$ cat src/rtl/uart_rx_ctrl.sv
// UART receiver: 8N1 frames, 2-flop synchroniser with edge register, mid-bit sampling.
// Presents each well-framed byte with a one-cycle valid pulse; bad stop bits pulse rx_frame_err.
module uart_rx_ctrl #(
  parameter int CLK_PER   = 50_000_000,
  parameter int BAND_RATE = 9600
) (
  input  logic       clk_i,
  input  logic       rst_n,
  input  logic       uart_rx,
  output logic [7:0] rx_data,
  output logic       rx_data_valid,
  output logic       rx_frame_err,
  output logic       rx_busy
);

  localparam int UART_CNT = CLK_PER / BAND_RATE;
  localparam int HALF_CNT = UART_CNT / 2;
  localparam int CNT_W    = (UART_CNT > 2) ? $clog2(UART_CNT) : 1;

  localparam logic [CNT_W-1:0] UART_LIM = CNT_W'(UART_CNT - 1);
  localparam logic [CNT_W-1:0] HALF_LIM = CNT_W'(HALF_CNT - 1);

  localparam logic [1:0] S_IDLE  = 2'd0;
  localparam logic [1:0] S_START = 2'd1;
  localparam logic [1:0] S_DATA  = 2'd2;
  localparam logic [1:0] S_STOP  = 2'd3;

  logic             rx_s1_q, rx_s2_q, rx_s3_q;
  logic             fall_s;
  logic [1:0]       state_q, state_d;
  logic [CNT_W-1:0] cnt_q, cnt_d;
  logic [2:0]       bit_idx_q, bit_idx_d;
  logic [7:0]       shift_q, shift_d;
  logic [7:0]       data_q, data_d;
  logic             valid_q, valid_d;
  logic             ferr_q, ferr_d;
  logic             busy_q, busy_d;

  // Synchroniser and edge register; all idle high so reset never looks like a start edge.
  always_ff @(posedge clk_i or negedge rst_n) begin
    if (!rst_n) begin
      rx_s1_q <= 1'b1;
      rx_s2_q <= 1'b1;
      rx_s3_q <= 1'b1;
    end else begin
      rx_s1_q <= uart_rx;
      rx_s2_q <= rx_s1_q;
      rx_s3_q <= rx_s2_q;
    end
  end

  assign fall_s = rx_s3_q & ~rx_s2_q;

  // Frame FSM: start is re-checked at half a bit so short glitches fall back to idle.
  always_comb begin
    state_d   = state_q;
    cnt_d     = cnt_q;
    bit_idx_d = bit_idx_q;
    shift_d   = shift_q;
    data_d    = data_q;
    valid_d   = 1'b0;
    ferr_d    = 1'b0;
    case (state_q)
      S_IDLE: begin
        cnt_d     = {CNT_W{1'b0}};
        bit_idx_d = 3'd0;
        if (fall_s) begin
          state_d = S_START;
        end else begin
          state_d = S_IDLE;
        end
      end
      S_START: begin
        if (cnt_q == HALF_LIM) begin
          cnt_d     = {CNT_W{1'b0}};
          bit_idx_d = 3'd0;
          if (!rx_s2_q) begin
            state_d = S_DATA;
          end else begin
            state_d = S_IDLE;
          end
        end else begin
          cnt_d = cnt_q + CNT_W'(1);
        end
      end
      S_DATA: begin
        if (cnt_q == UART_LIM) begin
          cnt_d              = {CNT_W{1'b0}};
          shift_d[bit_idx_q] = rx_s2_q;
          if (bit_idx_q == 3'd7) begin
            state_d   = S_STOP;
            bit_idx_d = 3'd0;
          end else begin
            bit_idx_d = bit_idx_q + 3'd1;
          end
        end else begin
          cnt_d = cnt_q + CNT_W'(1);
        end
      end
      S_STOP: begin
        if (cnt_q == UART_LIM) begin
          cnt_d   = {CNT_W{1'b0}};
          state_d = S_IDLE;
          if (rx_s2_q) begin
            data_d  = shift_q;
            valid_d = 1'b1;
          end else begin
            ferr_d = 1'b1;
          end
        end else begin
          cnt_d = cnt_q + CNT_W'(1);
        end
      end
      default: begin
        state_d   = S_IDLE;
        cnt_d     = {CNT_W{1'b0}};
        bit_idx_d = 3'd0;
      end
    endcase
    busy_d = (state_d != S_IDLE);
  end

  // State, datapath and registered outputs.
  always_ff @(posedge clk_i or negedge rst_n) begin
    if (!rst_n) begin
      state_q   <= S_IDLE;
      cnt_q     <= {CNT_W{1'b0}};
      bit_idx_q <= 3'd0;
      shift_q   <= 8'h00;
      data_q    <= 8'h00;
      valid_q   <= 1'b0;
      ferr_q    <= 1'b0;
      busy_q    <= 1'b0;
    end else begin
      state_q   <= state_d;
      cnt_q     <= cnt_d;
      bit_idx_q <= bit_idx_d;
      shift_q   <= shift_d;
      data_q    <= data_d;
      valid_q   <= valid_d;
      ferr_q    <= ferr_d;
      busy_q    <= busy_d;
    end
  end

  assign rx_data       = data_q;
  assign rx_data_valid = valid_q;
  assign rx_frame_err  = ferr_q;
  assign rx_busy       = busy_q;

endmodule

$ cat config.mk
export PLATFORM = sky130hd
export DESIGN_NAME = uart_rx_ctrl
export DESIGN_NICKNAME = d
export VERILOG_FILES = /design/src/rtl/uart_rx_ctrl.sv
export SDC_FILE = /design/constraint.sdc
export NUM_CORES = 1
export LEC_CHECK = 0
export CORE_MARGIN = 5
export CORE_UTILIZATION = 40
export DETAILED_ROUTE_END_ITERATION = 7
export PLACE_DENSITY = 0.61
export SYNTH_ARGS = -nofsm -noshare
export SYNTH_HDL_FRONTEND = slang
export SYNTH_SLANG_ARGS = --single-unit
$ cat constraint.sdc
create_clock -name clk_i -period 3 [get_ports clk_i]
set_clock_uncertainty 0.15 [all_clocks]
set_input_delay 0.6 -clock clk_i [delete_from_list [all_inputs] [get_ports clk_i]]
set_output_delay 0.6 -clock clk_i [all_outputs]
set_load 0.01 [all_outputs]
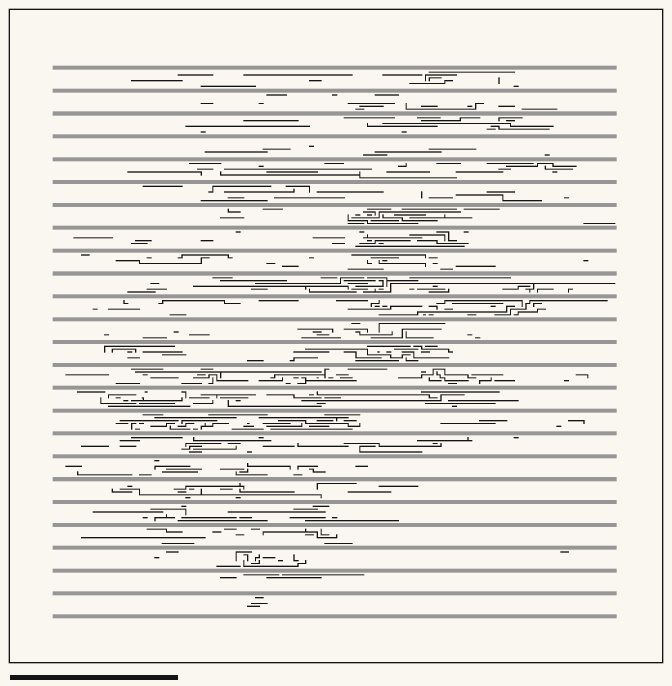
Fig. 1. Signal wires on met1 (run 1).
Scale bar: 20 µm. Supply wires on this layer in grey.
wire length on this layer = 1620 µm
nets with wire on the layer = 165
longest straight run = 26.7 µm

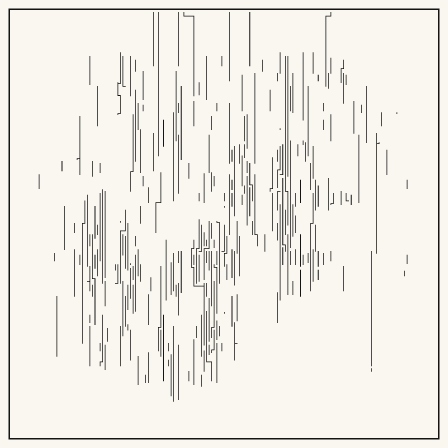
Fig. 2. Signal wires on met2 (run 1).
main direction = vertical
longest straight run = 26.0 µm
nets with wire on the layer = 147

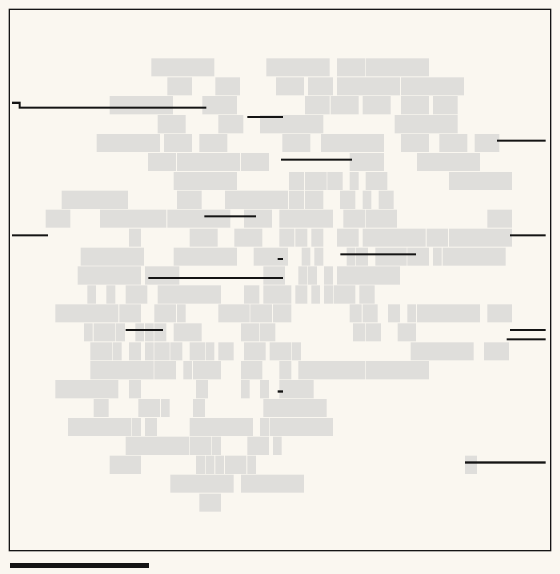
Fig. 3. M3 wires (run 1).
Scale bar: 20 µm. Cells faint in the background.
main direction = horizontal
nets with wire on the layer = 10
wire length on this layer = 123 µm
longest straight run = 26.7 µm
share of all routed wire = 3.7%

run 1: worst register-to-register path: stages, from the launching register on:
cell,delay [ns]
dfrtp_1,0.37
ha_1,0.25
or3b_2,0.53
or4_1,0.66
nor4_4,0.18
buf_4,0.21
mux2_2,0.35
run 1: report_power, final:
part           switching (mW)  internal, mW
clock                   0.171         0.163
sequential             0.0521         0.579
combinational          0.0802        0.0633
run 1: final cells by class:
class	instances	area (µm²)	area share, %
multi-input combinational	107	776	37.2
inverter	5	18.8	0.900
clock buffer	7	76.3	3.66
sequential	40	1000	48.2
timing repair buffer	15	140	6.72
clock inverter	1	5.00	0.240
tap	52	65.1	3.12
run 1: placed cells by master, fill, tap and decap left out, types with 2 or more instances in the layout:
master	count
dfrtp_1	37
nor2_1	21
mux2_2	17
clkdlybuf4s50_1	12
xnor2_1	9
nand2_1	7
nand3_1	7
nand4b_1	5
inv_1	5
nand4_1	5
nor3_1	5
clkbuf_8	5
nor4_1	3
a31oi_1	3
nor2b_1	3
a22o_1	3
ha_1	3
dfstp_2	3
xor2_1	2
a21oi_1	2
clkbuf_1	2
buf_4	2
run 1: registers in the layout, summed over array words and instances (netlist names):
register,flops
rx_frame_err,1
shift_q,8
cnt_q,13
rx_s1_q,1
rx_data_valid,1
rx_s3_q,1
rx_busy,1
rx_data,8
bit_idx_q,3
state_q,2
rx_s2_q,1
run 1: per-stage QoR:
stage	hold WS, ns	instance area, µm²
finish	0.208	2090
CTS	0.209	2090
detailed placement	0.198	2000
global placement	0.196	2000
global route	0.217	2090
floorplan	0.154	1830
run 1: per-layer routing:
layer / vias to the layer above / share of wire [%] / track usage, %
met4: 0 / 1.6 / 4.64
met1: 610 / 48 / 16.5
li1: 597 / - / -
met3: 7 / 3.7 / 3.94
met2: 16 / 46 / 17.9
met5: - / 0 / 0
==> results.ini, run 1 <==
[outcome]
status = complete, no violations

[global_routing]
grt-ovfl-total = 0
grt_max_degree = 41
grt_pass1_vias = 1201

[synth]
synth_top_area_share_pct = 50.7
area_leaders = dfrtp_1 51%, mux2_2 10%, dfstp_2 4.3%, nor2_1 4.3%, xnor2_1 4.3%
ys_sh_adder_pct = 2.05
synthArstFlopShare_pct = 100
ff_type = dfrtp_1
avgSynthCellArea_um2 = 11.5
synthAoiAreaFrac_pct = 4.65
synth-edff-count = 0
top_cells_by_count = 37 x dfrtp_1, 21 x nor2_1, 17 x mux2_2
synth_cell_types = 32
yosysMostFrequentCell = dfrtp_1
syn_inst = 159

[drt]
final_antenna_net_count = 0
wl_per_cell_um = 14.8

[critical_path]
critical_path.endpoint_type = flip-flop
crit_start = cnt_q[0]$_DFF_PN0_
cp.buffers_inverters = 1
reg2reg_to = rx_data[3]$_DFFE_PN0P_
timing.rr.start = cnt_q[0]$_DFF_PN0_
worst_path_largest_cell_delay_ns = 0.66

[cts]
cts.clk_slew.worst_paths_ns = 0.07
cts_resized = 0
cts_buffers = 5
htreeDepth = 2

[power_and_ir_drop]
ir_drop_uv = 347

[finish]
finish.utilization_pct = 47.6
post_layout_nonfiller_instances = 227
syn2layout_area_growth_pct = 14.1

[die]
die_w_um = 77.6
rows = 24
die_h_um = 77.6

[min_path]
min_to = rx_s2_q$_DFF_PN1_
whs_path_depth = 0
worstHoldStart = rx_s1_q$_DFF_PN1_
min_path_type = flip-flop to flip-flop

[placement]
place_congestion = 0.803
dp_cells = 219

[job]
warnings = 26
drv_cap = 0

[sta]
max_slew.worst_pin.slew_ns = 0.872
fmax_mhz = 356
maxSlewViolCount = 0
setup_viol = 0

## Run 2: what changed since run 1
SLEW_MARGIN = 20   (was not set)
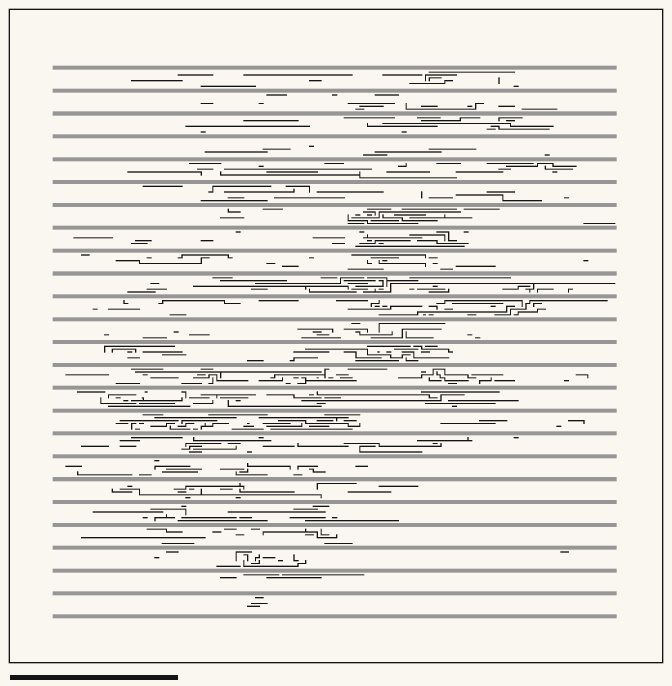
Fig. 4. Signal wires on met1 (run 2).
Scale bar: 20 µm. Supply wires on this layer in grey.
share of all routed wire = 48%
nets with wire on the layer = 165
longest straight run = 26.7 µm
wire length on this layer = 1620 µm

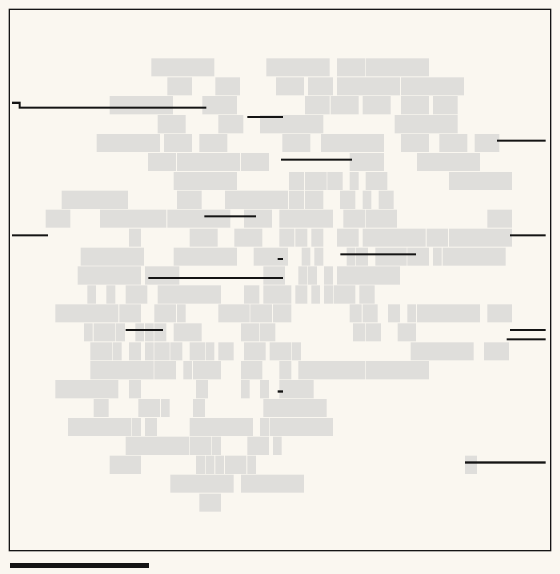
Fig. 5. M3 wires (run 2).
Scale bar: 20 µm. Cells faint in the background.
nets with wire on the layer = 10
share of all routed wire = 3.7%

==> run 2 against run 1 <==
Effect of this change:
- global-route usage is the same
- clock power is essentially flat
- sequential power is essentially flat
- maximum frequency is the same
- combinational power is essentially flat
- core utilization is the same
- worst hold slack is the same
- sequential cell count is the same
- critical endpoint unchanged
==> results.ini, run 2 <==
[outcome]
status = complete, no violations

[synth]
ys_sh_adder_pct = 2.05
synth-edff-count = 0
top_cells_by_count = 37 x dfrtp_1, 21 x nor2_1, 17 x mux2_2
synthAoiAreaFrac_pct = 4.65
synthArstFlopShare_pct = 100
synth_top_area_share_pct = 50.7
yosysMostFrequentCell = dfrtp_1
area_leaders = dfrtp_1 51%, mux2_2 10%, dfstp_2 4.3%, nor2_1 4.3%, xnor2_1 4.3%
avgSynthCellArea_um2 = 11.5

[finish]
largest_reg_flops = 13
most-common-layout-cells = 37 x dfrtp_1, 21 x nor2_1, 17 x mux2_2, 12 x clkdlybuf4s50_1, 9 x xnor2_1
lay_top_count = dfrtp_1
syn2layout_area_growth_pct = 14.1
top_register = cnt_q
finish.utilization_pct = 47.6

[drt]
route.met3.wl_um = 123
top_layer_used = met4
wl_per_cell_um = 14.8
dr_wl_met2_um = 1560

[sta]
holdWs_ns = 0.208
fmax_mhz = 356
setup_viol = 0

[cts]
cts.clk_slew.worst_paths_ns = 0.07
cts_resized = 0
htreeDepth = 2

[die]
die_w_um = 77.6
rows = 24
die_h_um = 77.6

[job]
drv_cap = 0
warnings = 26

[global_routing]
grt_max_degree = 41
grt_pass1_vias = 1201

[min_path]
min_to = rx_s2_q$_DFF_PN1_
worstHoldStart = rx_s1_q$_DFF_PN1_

[critical_path]
critical_path.endpoint_type = flip-flop
worst_path_largest_cell_delay_ns = 0.66
reg2reg_to = rx_data[3]$_DFFE_PN0P_

[power_and_ir_drop]
ir_drop_uv = 347

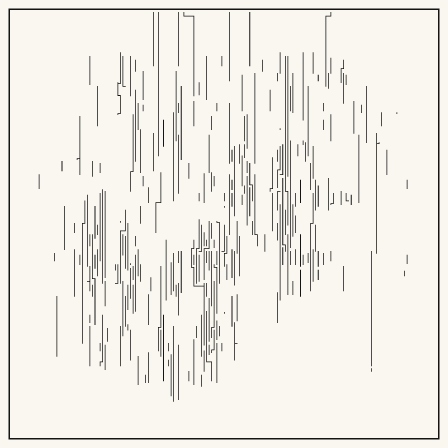
Fig. 6. Signal wires on met2 (run 2).
share of all routed wire = 46%
nets with wire on the layer = 147

-- run 2: cell counts in the layout (fill, tap and decap cells not counted) --
No cell type changed its count.
-- run 2: area by class of cell --
| cell class | instances | area [µm²] |
|---|---|---|
| clock buffer | 7 | 76.3 |
| clock inverter | 1 | 5.00 |
| fill | 411 | 2300 |
| inverter | 5 | 18.8 |
| multi-input combinational | 107 | 776 |
| sequential | 40 | 1000 |
| tap | 52 | 65.1 |
| timing repair buffer | 15 | 140 |
-- run 2: metrics by stage --
step	std cells	power, mW
2_1_floorplan	159	0.740
4_1_cts	227	1.13
3_3_place_gp	219	0.777
3_5_place_dp	219	0.786
5_1_grt	227	1.19
6_report	227	1.11
-- run 2: routing by layer --
metal	track usage (%)	up-vias
met1	16.5	610
met2	17.9	16
met4	4.64	0
met5	0	-
li1	-	597
met3	3.94	7
-- run 2: worst max-delay path by stage --
stage,startpoint,endpoint,slack [ns],cells after the start
2_1_floorplan,cnt_q[0]$_DFF_PN0_,rx_data[0]$_DFFE_PN0P_,0.20,7
3_3_place_gp,cnt_q[0]$_DFF_PN0_,rx_data[6]$_DFFE_PN0P_,0.25,6
3_5_place_dp,cnt_q[0]$_DFF_PN0_,rx_data[3]$_DFFE_PN0P_,0.20,6
4_1_cts,cnt_q[0]$_DFF_PN0_,rx_data[3]$_DFFE_PN0P_,0.19,6
5_1_grt,cnt_q[0]$_DFF_PN0_,rx_data[6]$_DFFE_PN0P_,0.08,6
6_report,cnt_q[0]$_DFF_PN0_,rx_data[3]$_DFFE_PN0P_,0.19,6
-- run 2: report_power, final --
part           switching [mW]  internal [mW]  total [mW]  leakage, nW
combinational          0.0802         0.0633       0.144        0.315
clock                   0.171          0.163       0.334       0.0422
sequential             0.0521          0.579       0.631        0.534
total                   0.303          0.805        1.11        0.891
## Run 3: what changed since run 2
CORE_MARGIN = not set   (was 5)
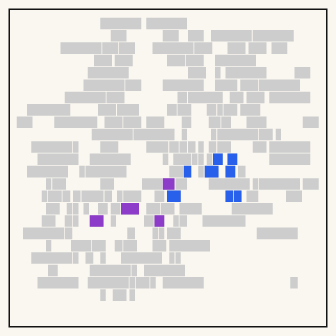
Fig. 7. Gate-type map (run 3).
purple -> AND and OR gates  # cells 4
blue -> inverting AOI/OAI gates  # cells 8

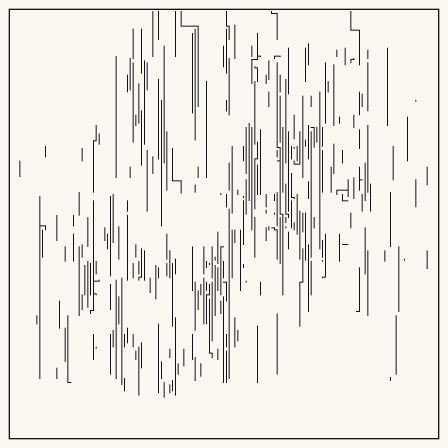
Fig. 8. Signal wires on met2 (run 3).
share of all routed wire = 46%
nets with wire on the layer = 148
main direction = vertical

==> run 3 against run 2 <==
Effect of this change:
- synthesized cell count stayed put
- die area fell by 20%
- total power rose by 0.12%
- largest power group unchanged
- highest routed layer unchanged
==> results.ini, run 3 <==
[finish]
syn2layout_area_growth_pct = 14.1
post_layout_nonfiller_instances = 227
most-common-layout-cells = 37 x dfrtp_1, 21 x nor2_1, 17 x mux2_2, 12 x clkdlybuf4s50_1, 9 x xnor2_1
lay_top_count = dfrtp_1

[synth]
synth_top_area_share_pct = 50.7
top_cells_by_count = 37 x dfrtp_1, 21 x nor2_1, 17 x mux2_2
syn_inst = 159
ff_type = dfrtp_1
synthArstFlopShare_pct = 100
synthAoiAreaFrac_pct = 4.65
synth_cell_types = 32
yosysMostFrequentCell = dfrtp_1
area_leaders = dfrtp_1 51%, mux2_2 10%, dfstp_2 4.3%, nor2_1 4.3%, xnor2_1 4.3%
avgSynthCellArea_um2 = 11.5

[drt]
wl_per_cell_um = 14.6
final_antenna_net_count = 0

[outcome]
status = complete, no violations

[cts]
cts_buffers = 5
cts.clk_slew.worst_paths_ns = 0.07
cts_resized = 0
htreeDepth = 2

[critical_path]
worst_path_largest_cell_delay_ns = 0.67
critical_path.endpoint_type = flip-flop
endpoint = rx_data[7]$_DFFE_PN0P_
reg2reg_to = rx_data[7]$_DFFE_PN0P_
crit_cells = 6
crit_start = cnt_q[0]$_DFF_PN0_

[global_routing]
grt-ovfl-total = 0
grt_max_degree = 41
grtUsageMet1_pct = 20.4
grt_use_met3_pct = 3.63
grt_use_met2_pct = 23.3
globalRoute.busiestLayer = met2

[sta]
max_slew.worst_pin.slew_ns = 0.858
maxSlewViolCount = 0

[placement]
dp_cells = 219
place_congestion = 0.777

[min_path]
min_path_type = flip-flop to flip-flop
whs_path_depth = 0

[die]
rows = 24

[power_and_ir_drop]
ir_drop_uv = 272

[job]
warnings = 26

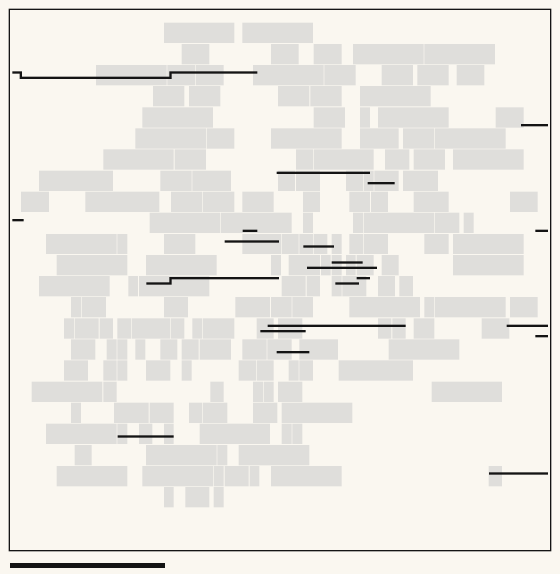
Fig. 9. M3 wires (run 3).
Scale bar: 20 µm. Cells faint in the background.
wire length on this layer = 147 µm
longest straight run = 19.3 µm
share of all routed wire = 4.4%
main direction = horizontal
nets with wire on the layer = 17

==> run 3: cell counts in the layout (fill, tap and decap cells not counted) <==
Identical to the previous run, type by type.
==> run 3: through the flow <==
step / utilization, % / setup WS [ns] / instance area (µm²) / hold WS [ns] / power [mW]
final: 47.6 / 0.163 / 2090 / 0.208 / 1.11
after floorplan: - / 0.203 / 1830 / 0.154 / 0.740
after global placement: 45.7 / 0.250 / 2000 / 0.196 / 0.777
after detailed placement: 45.7 / 0.183 / 2000 / 0.198 / 0.783
after global routing: 47.6 / 0.0739 / 2090 / 0.211 / 1.17
after CTS: 47.6 / 0.167 / 2090 / 0.209 / 1.12
==> run 3: routing by layer <==
metal  routed length (µm)  up-vias  part of all wire [%]
li1                     -      594                     -
met1                 1590      605                    48
met2                 1530       32                    46
met3                  146        6                   4.4
met4                   43        0                   1.3
met5                    0        -                     0
==> run 3: kinds of logic after synthesis <==
group,after synthesis
flops,40
mux,17
xor+xnor,11
buf+inv,12
compound gates,12
simple gates,64
fa+ha+maj,3
==> run 3: area by class of cell <==
type                       count  area, µm²
inverter                       5       18.8
clock buffer                   7       76.3
multi-input combinational    107        776
timing repair buffer          15        140
sequential                    40       1000
tap                           52       65.1
clock inverter                 1       5.00
fill                         412       2300
==> run 3: power by group <==
group,total [mW],internal (mW),switching (mW)
logic,0.143,0.0632,0.0800
registers,0.630,0.579,0.0509
clock network,0.337,0.163,0.174
Power is estimated from default activity; no workload was simulated.
